`src/rtl/sram_arb_pkg.sv`:
```
// sram_arb_pkg
//   Shared definitions for the SRAM port arbiter.
//   - owner_e    : registered owner encoding (NONE/LD/CPU/SPI)
//   - RQ_*       : requester bit positions inside the 3-bit GNT/RVLD vectors
package sram_arb_pkg;

    typedef enum logic [1:0] {
        OWN_NONE = 2'd0,
        OWN_LD   = 2'd1,
        OWN_CPU  = 2'd2,
        OWN_SPI  = 2'd3
    } owner_e;

    localparam int RQ_LD  = 0;
    localparam int RQ_CPU = 1;
    localparam int RQ_SPI = 2;

endpackage

```
`src/rtl/sram_arb_starve_cnt.sv`:
```
// sram_arb_starve_cnt
//   Saturating CPU starvation counter.
//   Ports:
//     CLK  in  clock, state on rising edge
//     RST  in  synchronous active-high reset
//     inc  in  CPU is requesting and was not granted this cycle
//     clr  in  CPU was granted this cycle
//     sat  out counter has reached MAX
module sram_arb_starve_cnt #(
    parameter int MAX = 7
) (
    input  logic CLK,
    input  logic RST,
    input  logic inc,
    input  logic clr,
    output logic sat
);

    localparam logic [7:0] SAT_VAL = 8'(MAX);

    logic [7:0] cnt;

    always_ff @(posedge CLK) begin
        if (RST) begin
            cnt <= 8'd0;
        end else if (clr) begin
            cnt <= 8'd0;
        end else if (inc && !sat) begin
            cnt <= cnt + 8'd1;
        end
    end

    assign sat = (cnt == SAT_VAL);

endmodule

```
`src/rtl/sram_port_arbiter.sv`:
```
// sram_port_arbiter
//   Shares one single-port SRAM between the scan loader (LD), the serial
//   CPU (CPU) and the pseudo-SPI readout (SPI).
//   Ports:
//     CLK, RST                      clock, synchronous active-high reset
//     LD_REQ/WE/A/D,  LD_GNT        loader request and access strobe
//     CPU_REQ/WE/A/D, CPU_GNT       CPU request and access strobe
//     SPI_REQ/A,      SPI_GNT       SPI read-only burst request and strobe
//     RVLD[2:0], RDATA              {SPI,CPU,LD} read-data valid + data
//     SRAM_CEN/WEN/A/D, SRAM_Q      SRAM macro pins (CEN/WEN active-low)
//     OWNER                         debug view of the owner FSM state
//
//   Handshake: REQ acts as valid; GNT means the access is issued on the SRAM
//   pins in that same cycle. A requester keeps REQ, A, D and WE stable until
//   it sees GNT; the arbiter never latches a request it has not granted.
module sram_port_arbiter
    import sram_arb_pkg::*;
#(
    parameter int ADDR_W     = 10,
    parameter int DATA_W     = 8,
    parameter int STARVE_MAX = 7
) (
    input  logic              CLK,
    input  logic              RST,
    input  logic              LD_REQ,
    input  logic              LD_WE,
    input  logic [ADDR_W-1:0] LD_A,
    input  logic [DATA_W-1:0] LD_D,
    output logic              LD_GNT,
    input  logic              CPU_REQ,
    input  logic              CPU_WE,
    input  logic [ADDR_W-1:0] CPU_A,
    input  logic [DATA_W-1:0] CPU_D,
    output logic              CPU_GNT,
    input  logic              SPI_REQ,
    input  logic [ADDR_W-1:0] SPI_A,
    output logic              SPI_GNT,
    output logic [2:0]        RVLD,
    output logic [DATA_W-1:0] RDATA,
    output logic              SRAM_CEN,
    output logic              SRAM_WEN,
    output logic [ADDR_W-1:0] SRAM_A,
    output logic [DATA_W-1:0] SRAM_D,
    input  logic [DATA_W-1:0] SRAM_Q,
    output owner_e            OWNER
);

    owner_e            owner;
    logic [2:0]        rvld_q;
    logic [DATA_W-1:0] rdata_q;
    logic [ADDR_W-1:0] a_q;
    logic [DATA_W-1:0] d_q;

    logic              starve_sat;
    logic              spi_lock;
    logic              ld_gnt, cpu_gnt, spi_gnt;
    logic              cen_c, wen_c;
    logic [ADDR_W-1:0] a_c;
    logic [DATA_W-1:0] d_c;

    sram_arb_starve_cnt #(
        .MAX (STARVE_MAX)
    ) u_starve (
        .CLK (CLK),
        .RST (RST),
        .inc (CPU_REQ && !cpu_gnt),
        .clr (cpu_gnt),
        .sat (starve_sat)
    );

    // Priority: LD always; then an SPI burst in progress keeps the port
    // until the CPU has waited STARVE_MAX cycles; then the CPU unless a new
    // SPI burst is asking; then SPI. Grants are held off during reset.
    always_comb begin
        spi_lock = (owner == OWN_SPI) && SPI_REQ && !starve_sat;
        ld_gnt   = !RST && LD_REQ;
        cpu_gnt  = !RST && !LD_REQ && !spi_lock && CPU_REQ &&
                   !(SPI_REQ && (owner != OWN_SPI));
        spi_gnt  = !RST && !LD_REQ && SPI_REQ && !cpu_gnt;
    end

    // SRAM pin mux; without a grant the address/data buses keep their
    // last driven value so the macro inputs do not toggle needlessly.
    always_comb begin
        cen_c = 1'b1;
        wen_c = 1'b1;
        a_c   = a_q;
        d_c   = d_q;
        if (ld_gnt) begin
            cen_c = 1'b0;
            wen_c = !LD_WE;
            a_c   = LD_A;
            d_c   = LD_D;
        end else if (cpu_gnt) begin
            cen_c = 1'b0;
            wen_c = !CPU_WE;
            a_c   = CPU_A;
            d_c   = CPU_D;
        end else if (spi_gnt) begin
            cen_c = 1'b0;
            a_c   = SPI_A;
        end
    end

    // Owner FSM plus the registered read-valid / hold state.
    always_ff @(posedge CLK) begin
        if (RST) begin
            owner   <= OWN_NONE;
            rvld_q  <= 3'b000;
            rdata_q <= '0;
            a_q     <= '0;
            d_q     <= '0;
        end else begin
            if (ld_gnt) begin
                owner <= OWN_LD;
            end else if (cpu_gnt) begin
                owner <= OWN_CPU;
            end else if (spi_gnt) begin
                owner <= OWN_SPI;
            end else begin
                owner <= OWN_NONE;
            end
            rvld_q[RQ_LD]  <= ld_gnt && !LD_WE;
            rvld_q[RQ_CPU] <= cpu_gnt && !CPU_WE;
            rvld_q[RQ_SPI] <= spi_gnt;
            if (|rvld_q) begin
                rdata_q <= SRAM_Q;
            end
            a_q <= a_c;
            d_q <= d_c;
        end
    end

    assign LD_GNT   = ld_gnt;
    assign CPU_GNT  = cpu_gnt;
    assign SPI_GNT  = spi_gnt;
    assign SRAM_CEN = cen_c;
    assign SRAM_WEN = wen_c;
    // Reset is visible on the outputs in the cycle RST is high, which also
    // kills an RVLD left over from a read granted just before reset.
    assign SRAM_A   = RST ? '0 : a_c;
    assign SRAM_D   = RST ? '0 : d_c;
    assign RVLD     = RST ? 3'b000 : rvld_q;
    // The macro presents Q in the cycle after the read, so the valid cycle
    // passes it straight through and rdata_q holds it afterwards.
    assign RDATA    = RST ? '0 : ((|rvld_q) ? SRAM_Q : rdata_q);
    assign OWNER    = RST ? OWN_NONE : owner;

endmodule

```
`config.mk`:
```
export PLATFORM = sky130hd
export DESIGN_NAME = sram_port_arbiter
export DESIGN_NICKNAME = d
export VERILOG_FILES = /design/src/rtl/sram_arb_pkg.sv /design/src/rtl/sram_arb_starve_cnt.sv /design/src/rtl/sram_port_arbiter.sv
export SDC_FILE = /design/constraint.sdc
export NUM_CORES = 1
export LEC_CHECK = 0
export ABC_AREA = 1
export CAP_MARGIN = 20
export CORE_MARGIN = 5
export CORE_UTILIZATION = 40
export CTS_BUF_LIST = sky130_fd_sc_hd__clkbuf_8 sky130_fd_sc_hd__clkbuf_16
export DETAILED_ROUTE_END_ITERATION = 8
export GPL_ROUTABILITY_DRIVEN = 0
export PLACE_DENSITY = 0.91
export SLEW_MARGIN = 10
export SYNTH_ARGS = -nofsm -noshare
export SYNTH_HDL_FRONTEND = slang
export SYNTH_SLANG_ARGS = --single-unit
```
`constraint.sdc`:
```
create_clock -name CLK -period 2.3 [get_ports CLK]
set_clock_uncertainty 0.15 [all_clocks]
set_input_delay 0.575 -clock CLK [delete_from_list [all_inputs] [get_ports CLK]]
set_output_delay 0.575 -clock CLK [all_outputs]
set_load 0.005 [all_outputs]
```
==> impl_report.txt, run 1 <==
IMPLEMENTATION SUMMARY REPORT
----------------------------------------------------
[Run status]
  Status ........................ finished, violations left
  Failing checks ........................ negative setup slack

[Placed design]
  Count of buffers inserted at the top-level ports ........................ 96
  Dpl cell area ........................ 0.00324 sq mm

[Final timing]
  Hold_ws ........................ 320 ps
  Max-slew violation count ........................ 0
  Final-report setup violation count ........................ 28
  Fin crit share ........................ 122%
  Setup ws final ........................ -513 ps

[Synthesis]
  Floorplan Nets ........................ 352
  Leading area contributor after synthesis ........................ sky130_fd_sc_hd__dfxtp_1
  Seq share, synth ........................ 39.2%
  Flip-flop cell with the highest count after synthesis ........................ sky130_fd_sc_hd__dfxtp_1
  Top cells by count, synth ........................ sky130_fd_sc_hd__nand2_1 (71), sky130_fd_sc_hd__nor2_1 (44), sky130_fd_sc_hd__dfxtp_1 (39)
  Library cell with the highest instance count after synthesis ........................ sky130_fd_sc_hd__nand2_1
  Area share of the largest cell type after synthesis ........................ 39.2%
  Post-synthesis instance total ........................ 290

[Clock network]
  Clock latency of the later-clocked register in the worst-skew pair ........................ 320 ps
  Maximum count of clock buffers along a single path ........................ 2

[Drt]
  Via count normalized by instance count ........................ 5.87
  Remaining design rule violation count ........................ 0

[Final layout]
  Cell area after layout ........................ 0.00393 sq mm
  Area growth from synthesis to layout ........................ 97.5%

[Job]
  Total number of warnings across the stage logs ........................ 28
  Number of violations of the max-capacitance limit ........................ 0

[Power]
  Leakage Power ........................ 1.85 nW

----------------------------------------------------
-- run 1: cell families after synthesis --
kind of cell | count (synthesis) | share of synthesized area [%]
DFF | 39 | 39.2
AOI/OAI and AO/OA | 43 | 11.9
and+or+nand+nor | 157 | 35.7
xor gates and xnor gates | 4 | 1.76
buffers and inverters | 46 | 10.8
adders and majority gates | 1 | 0.629
-- run 1: state kept, by name, indices dropped and copies added, names as in the netlist --
name / count
a_q: 10
d_q: 8
rdata_q: 8
u_starve.cnt: 8
rvld_q: 3
owner: 2
-- run 1: per-layer routing --
layer / vias up / share of wire (%) / GRT usage, %
met2: 349 / 45 / 54.5
met4: 0 / 9.4 / 21.5
li1: 1263 / - / -
met5: - / 0 / 0
met1: 1390 / 33 / 29.0
met3: 120 / 13 / 9.87
-- run 1: tightest hold or removal path: stages, from the launching register on --
cell                      delay (ps)
sky130_fd_sc_hd__dfxtp_1         310
sky130_fd_sc_hd__nand2_2          60
sky130_fd_sc_hd__a21oi_2          50
-- run 1: final timing paths --
path | from | endpoint | slack (ps) | depth (start not counted)
worst min register to register | d_q[6] | d_q[6] | 320 | 2
worst max-delay path | u_starve.cnt[1] | SRAM_A[6] | -510 | 11
worst max register to register | u_starve.cnt[1] | a_q[0] | -440 | 19
worst min-delay path | d_q[6] | d_q[6] | 320 | 2
-- run 1: cell usage in the layout, fill, tap and decap left out, types with 3 or more instances in the layout --
cell	netlist	routed
sky130_fd_sc_hd__clkdlybuf4s50_1	0	61
sky130_fd_sc_hd__buf_4	0	58
sky130_fd_sc_hd__nand2_1	71	55
sky130_fd_sc_hd__nor2_1	44	38
sky130_fd_sc_hd__dfxtp_1	39	35
sky130_fd_sc_hd__inv_1	32	27
sky130_fd_sc_hd__buf_6	5	24
sky130_fd_sc_hd__o21ai_0	17	17
sky130_fd_sc_hd__nand2_2	2	15
sky130_fd_sc_hd__nand3_1	27	15
sky130_fd_sc_hd__buf_2	3	13
sky130_fd_sc_hd__nand3_2	1	12
sky130_fd_sc_hd__clkbuf_2	0	9
sky130_fd_sc_hd__a21oi_1	15	8
sky130_fd_sc_hd__a21oi_2	0	7
sky130_fd_sc_hd__nand2_4	3	6
sky130_fd_sc_hd__o21ai_2	5	6
sky130_fd_sc_hd__nor2_2	1	5
sky130_fd_sc_hd__inv_2	5	5
sky130_fd_sc_hd__clkbuf_8	0	5
sky130_fd_sc_hd__buf_12	0	4
sky130_fd_sc_hd__dfxtp_2	0	4
sky130_fd_sc_hd__clkinvlp_4	0	3
sky130_fd_sc_hd__inv_4	0	3
sky130_fd_sc_hd__nor2_4	1	3
-- run 1: area by class of cell --
type / instances / area, sq um
repair buffers: 174 / 1570
multi-input cells: 206 / 1230
inverters: 37 / 163
clock buffers: 5 / 68.8
clock inverters: 3 / 20.0
fillers: 229 / 856
flip-flops and latches: 39 / 786
well taps: 67 / 83.8
repair inverters: 1 / 8.76
-- run 1: power by group --
group	leakage [nW]	internal, mW	switching, mW
Clock	0.0402	0.212	0.291
Combinational	1.48	0.293	0.269
Sequential	0.323	0.718	0.0239
-- run 1: repair_timing --
action / CTS / global route
gates cloned: 1 / 1
setup endpoints to repair: 38 / 32
pin swaps: 26 / 31
gates resized: 165 / 63
buffers inserted: 33 / 13
run_1/clocks.png
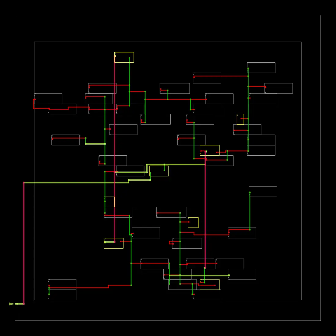
sinks on the clock net: 39
count of flip-flops and latches: 39
Clock group: 0.503 mW
number of CTS-inserted buffers: 5

run_1/layer_met4.png
Drawn at 4 px/micron. Supply wires on this layer in gray.
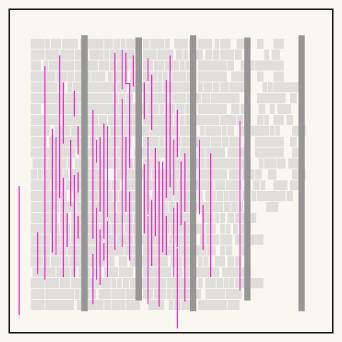
- nets with wire on the layer: 55
- wire length on this layer: 1120 microns
- share of all routed wire: 9.4%
via count of the routed design: 3122
Detailed Route WL: 11900 microns

run_1/layer_met3.png
Drawn at 6 px/micron.
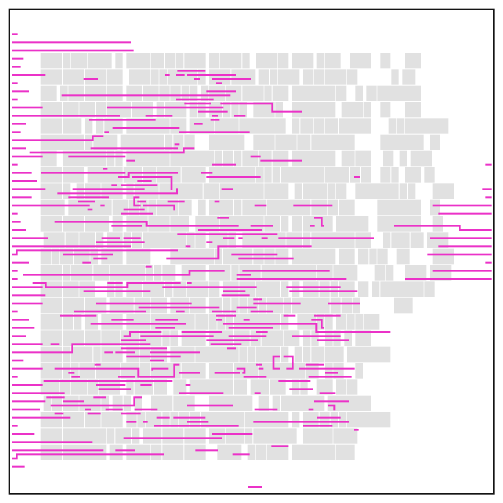
- main direction: horizontal
- wire length on this layer: 1580 microns
- share of all routed wire: 13%
- longest straight run: 27.8 microns
- nets with wire on the layer: 180

## Run 2: what changed since run 1
--- a/config.mk
+++ b/config.mk
@@ -10,6 +10,7 @@
 export CORE_MARGIN = 5
 export CORE_UTILIZATION = 40
 export CTS_BUF_LIST = sky130_fd_sc_hd__clkbuf_8 sky130_fd_sc_hd__clkbuf_16
+export CTS_CLUSTER_SIZE = 16
 export DETAILED_ROUTE_END_ITERATION = 8
 export GPL_ROUTABILITY_DRIVEN = 0
 export PLACE_DENSITY = 0.91
run_2/io_placement.png
Drawn at 4 px/micron. Pins as bars across the die edge, other pins in gray.
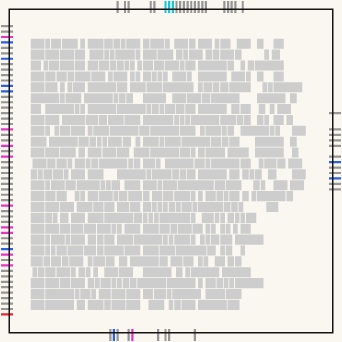
- LD_A: magenta (pins 10; direction input; edge 9 west, 1 south)
- RVLD: cyan (pins 3; direction output; edge north)
- CLK: red (pins 1; direction input; edge west)
- LD_D: blue (pins 8; direction input; edge 5 west, 2 east, 1 south)

==> run 2 against run 1 <==
Effect of this change:
- the flow still finishes with violations (negative setup slack)
- sequential cell count stayed put
- register-to-register slack hardly changed
- largest cell class unchanged
- critical path depth is the same
- highest routed layer unchanged
- non-clock buffer count unchanged
==> impl_report.txt, run 2 <==
IMPLEMENTATION SUMMARY REPORT
----------------------------------------------------
[Final timing]
  Max-slew violation count ........................ 0
  Setup ws final ........................ -513 ps
  Slew at the pin closest to its max-slew limit ........................ 524 ps
  Final-report setup violation count ........................ 28
  Unrepaired setup endpoints after global routing ........................ yes
  Period minus WS final ........................ 2810 ps
  Fin crit share ........................ 122%

[Job]
  Number of violations of the max-capacitance limit ........................ 0
  Total number of warnings across the stage logs ........................ 28

[Clock network]
  Number of CTS-inserted buffers ........................ 5
  TritonCTS clock tree ........................ built
  Clock latency of the later-clocked register in the worst-skew pair ........................ 320 ps
  Sinks on the clock net ........................ 39
  Hold_buf cts ........................ 0
  Maximum count of clock buffers along a single path ........................ 2

[Final layout]
  Top library cells by usage in the layout, fill and taps aside ........................ sky130_fd_sc_hd__clkdlybuf4s50_1 (61), sky130_fd_sc_hd__buf_4 (58), sky130_fd_sc_hd__nand2_1 (55), sky130_fd_sc_hd__nor2_1 (38), sky130_fd_sc_hd__dfxtp_1 (35)
  Largest register FFs ........................ 10
  Register bank with the most flops ........................ a_q
  Layout Nets ........................ 526
  Top cell excl fill/tap ........................ sky130_fd_sc_hd__clkdlybuf4s50_1
  Area growth from synthesis to layout ........................ 97.5%
  Cell area after layout ........................ 0.00393 sq mm

[Drt]
  Detailed Route WL ........................ 11900 microns
  Routed length per placed instance ........................ 22.4 microns
  Via count normalized by instance count ........................ 5.87
  Remaining design rule violation count ........................ 0
  Via count of the routed design ........................ 3122

[Power]
  Leakage Power ........................ 1.85 nW

[GRT]
  Largest net degree at the start of global routing ........................ 14
  Number of antenna violations at the first check in global routing ........................ 0

[Run status]
  Status ........................ finished, violations left
  Failing checks ........................ negative setup slack

[Worst setup path]
  Count of buffer and inverter cells on the critical path ........................ 3
  Worst-path cell with the longest stage delay ........................ sky130_fd_sc_hd__dfxtp_2

[Synthesis]
  Seq share, synth ........................ 39.2%
  Post-synthesis instance total ........................ 290
  Post-synth EDFFs ........................ 0
  Flip-flop cell with the highest count after synthesis ........................ sky130_fd_sc_hd__dfxtp_1
  Library cell with the highest instance count after synthesis ........................ sky130_fd_sc_hd__nand2_1
  Floorplan Nets ........................ 352
  Top cells by count, synth ........................ sky130_fd_sc_hd__nand2_1 (71), sky130_fd_sc_hd__nor2_1 (44), sky130_fd_sc_hd__dfxtp_1 (39)
  Leading area contributor after synthesis ........................ sky130_fd_sc_hd__dfxtp_1
  Post-synthesis sequential element count ........................ 39
  Area share of the largest cell type after synthesis ........................ 39.2%
  Post-synth ARST share ........................ 0%

[Floorplanning]
  Row count ........................ 25
  Die area ........................ 0.00648 sq mm

[Placed design]
  Dpl cell area ........................ 0.00324 sq mm
  Count of buffers inserted at the top-level ports ........................ 96
  Worst setup slack after placement ........................ -966 ps

----------------------------------------------------
run_2/layer_met3.png
Drawn at 6 px/micron.
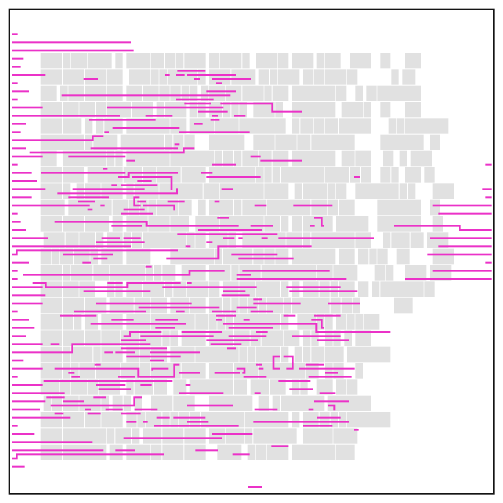
- main direction: horizontal
- share of all routed wire: 13%
- nets with wire on the layer: 180
- wire length on this layer: 1580 microns
met3 capacity usage during global routing: 9.87%

-- run 2: cell counts in the layout (fill, tap and decap cells not counted) --
Identical to the previous run, type by type.
-- run 2: timing repair --
action	4_1_cts	5_1_grt
endpoints found under the setup margin	38	32
cloned	1	1
gates resized	165	63
buffers inserted	33	13
pin swaps	26	31
-- run 2: routing by layer --
metal | wire (microns) | track usage [%] | up-vias
met1 | 3880 | 29.0 | 1390
li1 | - | - | 1263
met3 | 1580 | 9.87 | 120
met5 | 0 | 0 | -
met4 | 1120 | 21.5 | 0
met2 | 5350 | 54.5 | 349
-- run 2: stage by stage --
| stage | utilization (%) | TNS (ps) | hold slack, ps | instances |
|---|---|---|---|---|
| global placement | 67.7 | -29730 | 305 | 478 |
| detailed placement | 67.7 | -31020 | 317 | 478 |
| global route | 82.1 | -10150 | 339 | 532 |
| CTS | 77.3 | -3620 | 323 | 519 |
| finish | 82.1 | -8480 | 320 | 532 |
| floorplan | - | 0 | 306 | 290 |
-- run 2: worst paths after layout --
path | start | endpoint | slack [ps] | cells after the start
setup reg to reg | u_starve.cnt[1] | a_q[0] | -440 | 19
hold / removal | d_q[6] | d_q[6] | 320 | 2
setup / recovery | u_starve.cnt[1] | SRAM_A[6] | -510 | 11
hold reg to reg | d_q[6] | d_q[6] | 320 | 2
-- run 2: power breakdown --
part	total [mW]	internal (mW)	switching, mW	leakage, nW
sequential	0.742	0.718	0.0239	0.323
combinational	0.562	0.293	0.269	1.48
clock	0.503	0.212	0.291	0.0402
-- run 2: worst min-delay path, stage by stage, from the launching register on --
cell and delay (ps):
sky130_fd_sc_hd__dfxtp_1 310, sky130_fd_sc_hd__nand2_2 60, sky130_fd_sc_hd__a21oi_2 50
-- run 2: cell type report --
| type | instances | area, sq um |
|---|---|---|
| Fill cell | 229 | 856 |
| Timing Repair Buffer | 174 | 1570 |
| Multi-Input combinational cell | 206 | 1230 |
| Sequential cell | 39 | 786 |
| Clock buffer | 5 | 68.8 |
| Clock inverter | 3 | 20.0 |
| Inverter | 37 | 163 |
| Timing Repair inverter | 1 | 8.76 |
| Tap cell | 67 | 83.8 |
-- run 2: cell families after synthesis --
family | after synthesis | share of synthesized area, %
AND/OR/NAND/NOR | 157 | 35.7
XOR/XNOR | 4 | 1.76
adder cells (fa/ha/maj) | 1 | 0.629
buffers and inverters | 46 | 10.8
AND-OR/OR-AND | 43 | 11.9
flip-flops | 39 | 39.2
run_2/clocks.png
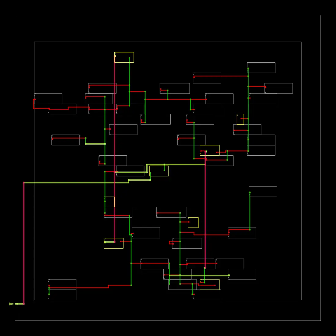

## Run 3: what changed since run 2
--- a/config.mk
+++ b/config.mk
@@ -7,6 +7,7 @@
 export LEC_CHECK = 0
 export ABC_AREA = 1
 export CAP_MARGIN = 20
+export CORE_ASPECT_RATIO = 1.25
 export CORE_MARGIN = 5
 export CORE_UTILIZATION = 40
 export CTS_BUF_LIST = sky130_fd_sc_hd__clkbuf_8 sky130_fd_sc_hd__clkbuf_16
run_3/clocks.png
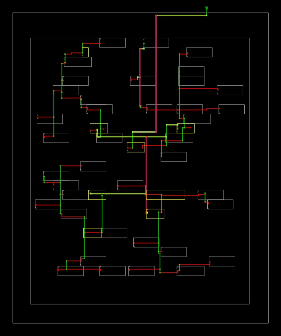
clock buf count: 6
Clock group: 0.604 mW
clock latency of the later-clocked register in the worst-skew pair: 290 ps

==> run 3 against run 2 <==
Effect of this change:
- the flow still finishes with violations (negative setup slack)
- non-clock buffer count down 19
- global-route usage fell by 6.2 points
- cell area is 3.6% lower
- sequential cell count stayed put
- fmax is 7.5% higher
- synthesized cell count unchanged
- power is 1.0% higher
- setup slack improved by 200 ps
- sequential power down 0.8%
- cell count decreased by 4.9%
==> impl_report.txt, run 3 <==
IMPLEMENTATION SUMMARY REPORT
----------------------------------------------------
[Final timing]
  Max-slew violation count ........................ 0
  Slew at the pin closest to its max-slew limit ........................ 267 ps
  Final-report setup violation count ........................ 24
  Setup ws final ........................ -318 ps
  Unrepaired setup endpoints after global routing ........................ yes

[Power]
  Leakage Power ........................ 1.78 nW
  Switching part of the total ........................ 27.3%
  Power dissipated by switching net loads ........................ 0.497 mW
  Sequential share of power ........................ 40.3%

[Worst setup path]
  Register-to-register setup slack ........................ 390 ps
  Worst-path cell with the longest stage delay ........................ sky130_fd_sc_hd__dfxtp_2
  WP depth ........................ 11
  End of the worst register-to-register path ........................ u_starve.cnt[3]
  Capture point of the critical path ........................ SRAM_A[2]

[Final layout]
  Top library cells by usage in the layout, fill and taps aside ........................ sky130_fd_sc_hd__clkdlybuf4s50_1 (61), sky130_fd_sc_hd__nand2_1 (53), sky130_fd_sc_hd__buf_4 (43), sky130_fd_sc_hd__nor2_1 (40), sky130_fd_sc_hd__dfxtp_1 (35)
  Top cell excl fill/tap ........................ sky130_fd_sc_hd__clkdlybuf4s50_1
  Layout Nets ........................ 507
  End-of-flow core utilization ........................ 79.5%

[Synthesis]
  AND-OR/OR-AND Cells, Area Fraction ........................ 11.9%
  Synth Area in Simple Gates ........................ 35.7%
  Flip-flop cell with the highest count after synthesis ........................ sky130_fd_sc_hd__dfxtp_1
  Seq share, synth ........................ 39.2%
  Post-synth EDFFs ........................ 0
  Xor and xnor fraction of the mapped netlist area ........................ 1.76%
  Post-synthesis instance total ........................ 290
  Post-synthesis sequential element count ........................ 39
  Post-synthesis share of cell area spent on full adders, half adders and majority gates ........................ 0.629%

[Placed design]
  Worst setup slack after placement ........................ -982 ps
  Count of buffers inserted at the top-level ports ........................ 96

[Clock network]
  Sinks on the clock net ........................ 39
  Number of CTS-inserted buffers ........................ 5
  Maximum count of clock buffers along a single path ........................ 2

[Run status]
  Status ........................ finished, violations left
  Failing checks ........................ negative setup slack

[Drt]
  Routed length per placed instance ........................ 17.4 microns
  Via count normalized by instance count ........................ 5.27
  Remaining design rule violation count ........................ 0

[Job]
  Number of violations of the max-capacitance limit ........................ 0
  Total number of warnings across the stage logs ........................ 28

[GRT]
  Largest net degree at the start of global routing ........................ 14

[Floorplanning]
  Die area ........................ 0.00649 sq mm

[Min path]
  Worst Min Path Start ........................ d_q[6]

----------------------------------------------------
run_3/layer_met3.png
Drawn at 6 px/micron.
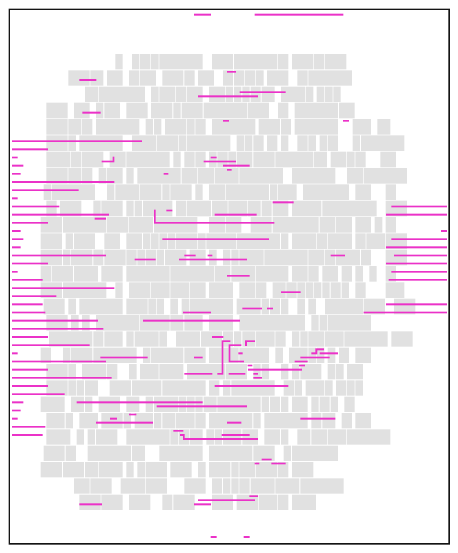
- main direction: horizontal
- wire length on this layer: 682 microns
via count of the routed design: 2665
met3 capacity usage during global routing: 6.93%
Detailed Route WL: 8810 microns

[run 3: cell counts after synthesis]
Identical to the previous run, type by type.
[run 3: timing repair]
action | in CTS | in global routing
pin swaps | 21 | 28
setup endpoints to repair | 36 | 30
cloned | 2 | 0
resized | 157 | 67
setup buffers | 18 | 11
hold buffers | 0 | 0
[run 3: cells by family after synthesis]
logic type,after synthesis
and+or+nand+nor,157
buffers and inverters,46
AOI/OAI and AO/OA,43
DFF,39
xor gates and xnor gates,4
adders and majority gates,1
[run 3: power groups by stage]
stage / Sequential, mW / Clock [mW] / Combinational [mW]
final: 0.736 / 0.604 / 0.485
after global routing: 0.739 / 0.638 / 0.518
after CTS: 0.732 / 0.604 / 0.413
after detailed placement: 0.746 / 0 / 0.395
after global placement: 0.744 / 0 / 0.386
after floorplan: 0.743 / 0 / 0.148
[run 3: metrics by stage]
| step | setup TNS, ps | cells | area (sq um) | hold slack, ps | total power [mW] |
|---|---|---|---|---|---|
| after detailed placement | -28830 | 467 | 3190 | 312 | 1.14 |
| after floorplan | 0 | 290 | 1990 | 306 | 0.891 |
| final | -4460 | 506 | 3790 | 327 | 1.82 |
| after global routing | -6490 | 506 | 3790 | 362 | 1.90 |
| after CTS | -3150 | 495 | 3520 | 322 | 1.75 |
| after global placement | -26490 | 467 | 3190 | 304 | 1.13 |
[run 3: area by class of cell]
class                      instances  area (sq um)
timing repair buffer             155          1370
clock inverter                     2          35.0
fill                             302           977
sequential                        39           786
inverter                          37           161
clock buffer                       6          82.6
multi-input combinational        207          1280
tap                               60          75.1
[run 3: worst min path at each step]
stage	endpoint	depth (start not counted)
2_1_floorplan	u_starve.cnt[1]	2
3_3_place_gp	d_q[3]	2
3_5_place_dp	d_q[6]	2
4_1_cts	d_q[6]	2
5_1_grt	rdata_q[2]	2
6_report	d_q[6]	2
[run 3: worst min-delay path: stages (launching register included)]
cell and delay [ps]:
sky130_fd_sc_hd__dfxtp_1 320, sky130_fd_sc_hd__nand2_2 70, sky130_fd_sc_hd__a21oi_2 50
[run 3: layer usage]
| layer | routed length, microns | vias to the layer above | global-route usage (%) |
|---|---|---|---|
| li1 | - | 1223 | - |
| met1 | 2870 | 1248 | 24.5 |
| met2 | 4830 | 152 | 44.8 |
| met3 | 682 | 42 | 6.93 |
| met4 | 430 | 0 | 12.1 |
| met5 | 0 | - | 0 |
Power is estimated from default activity; no workload was simulated.
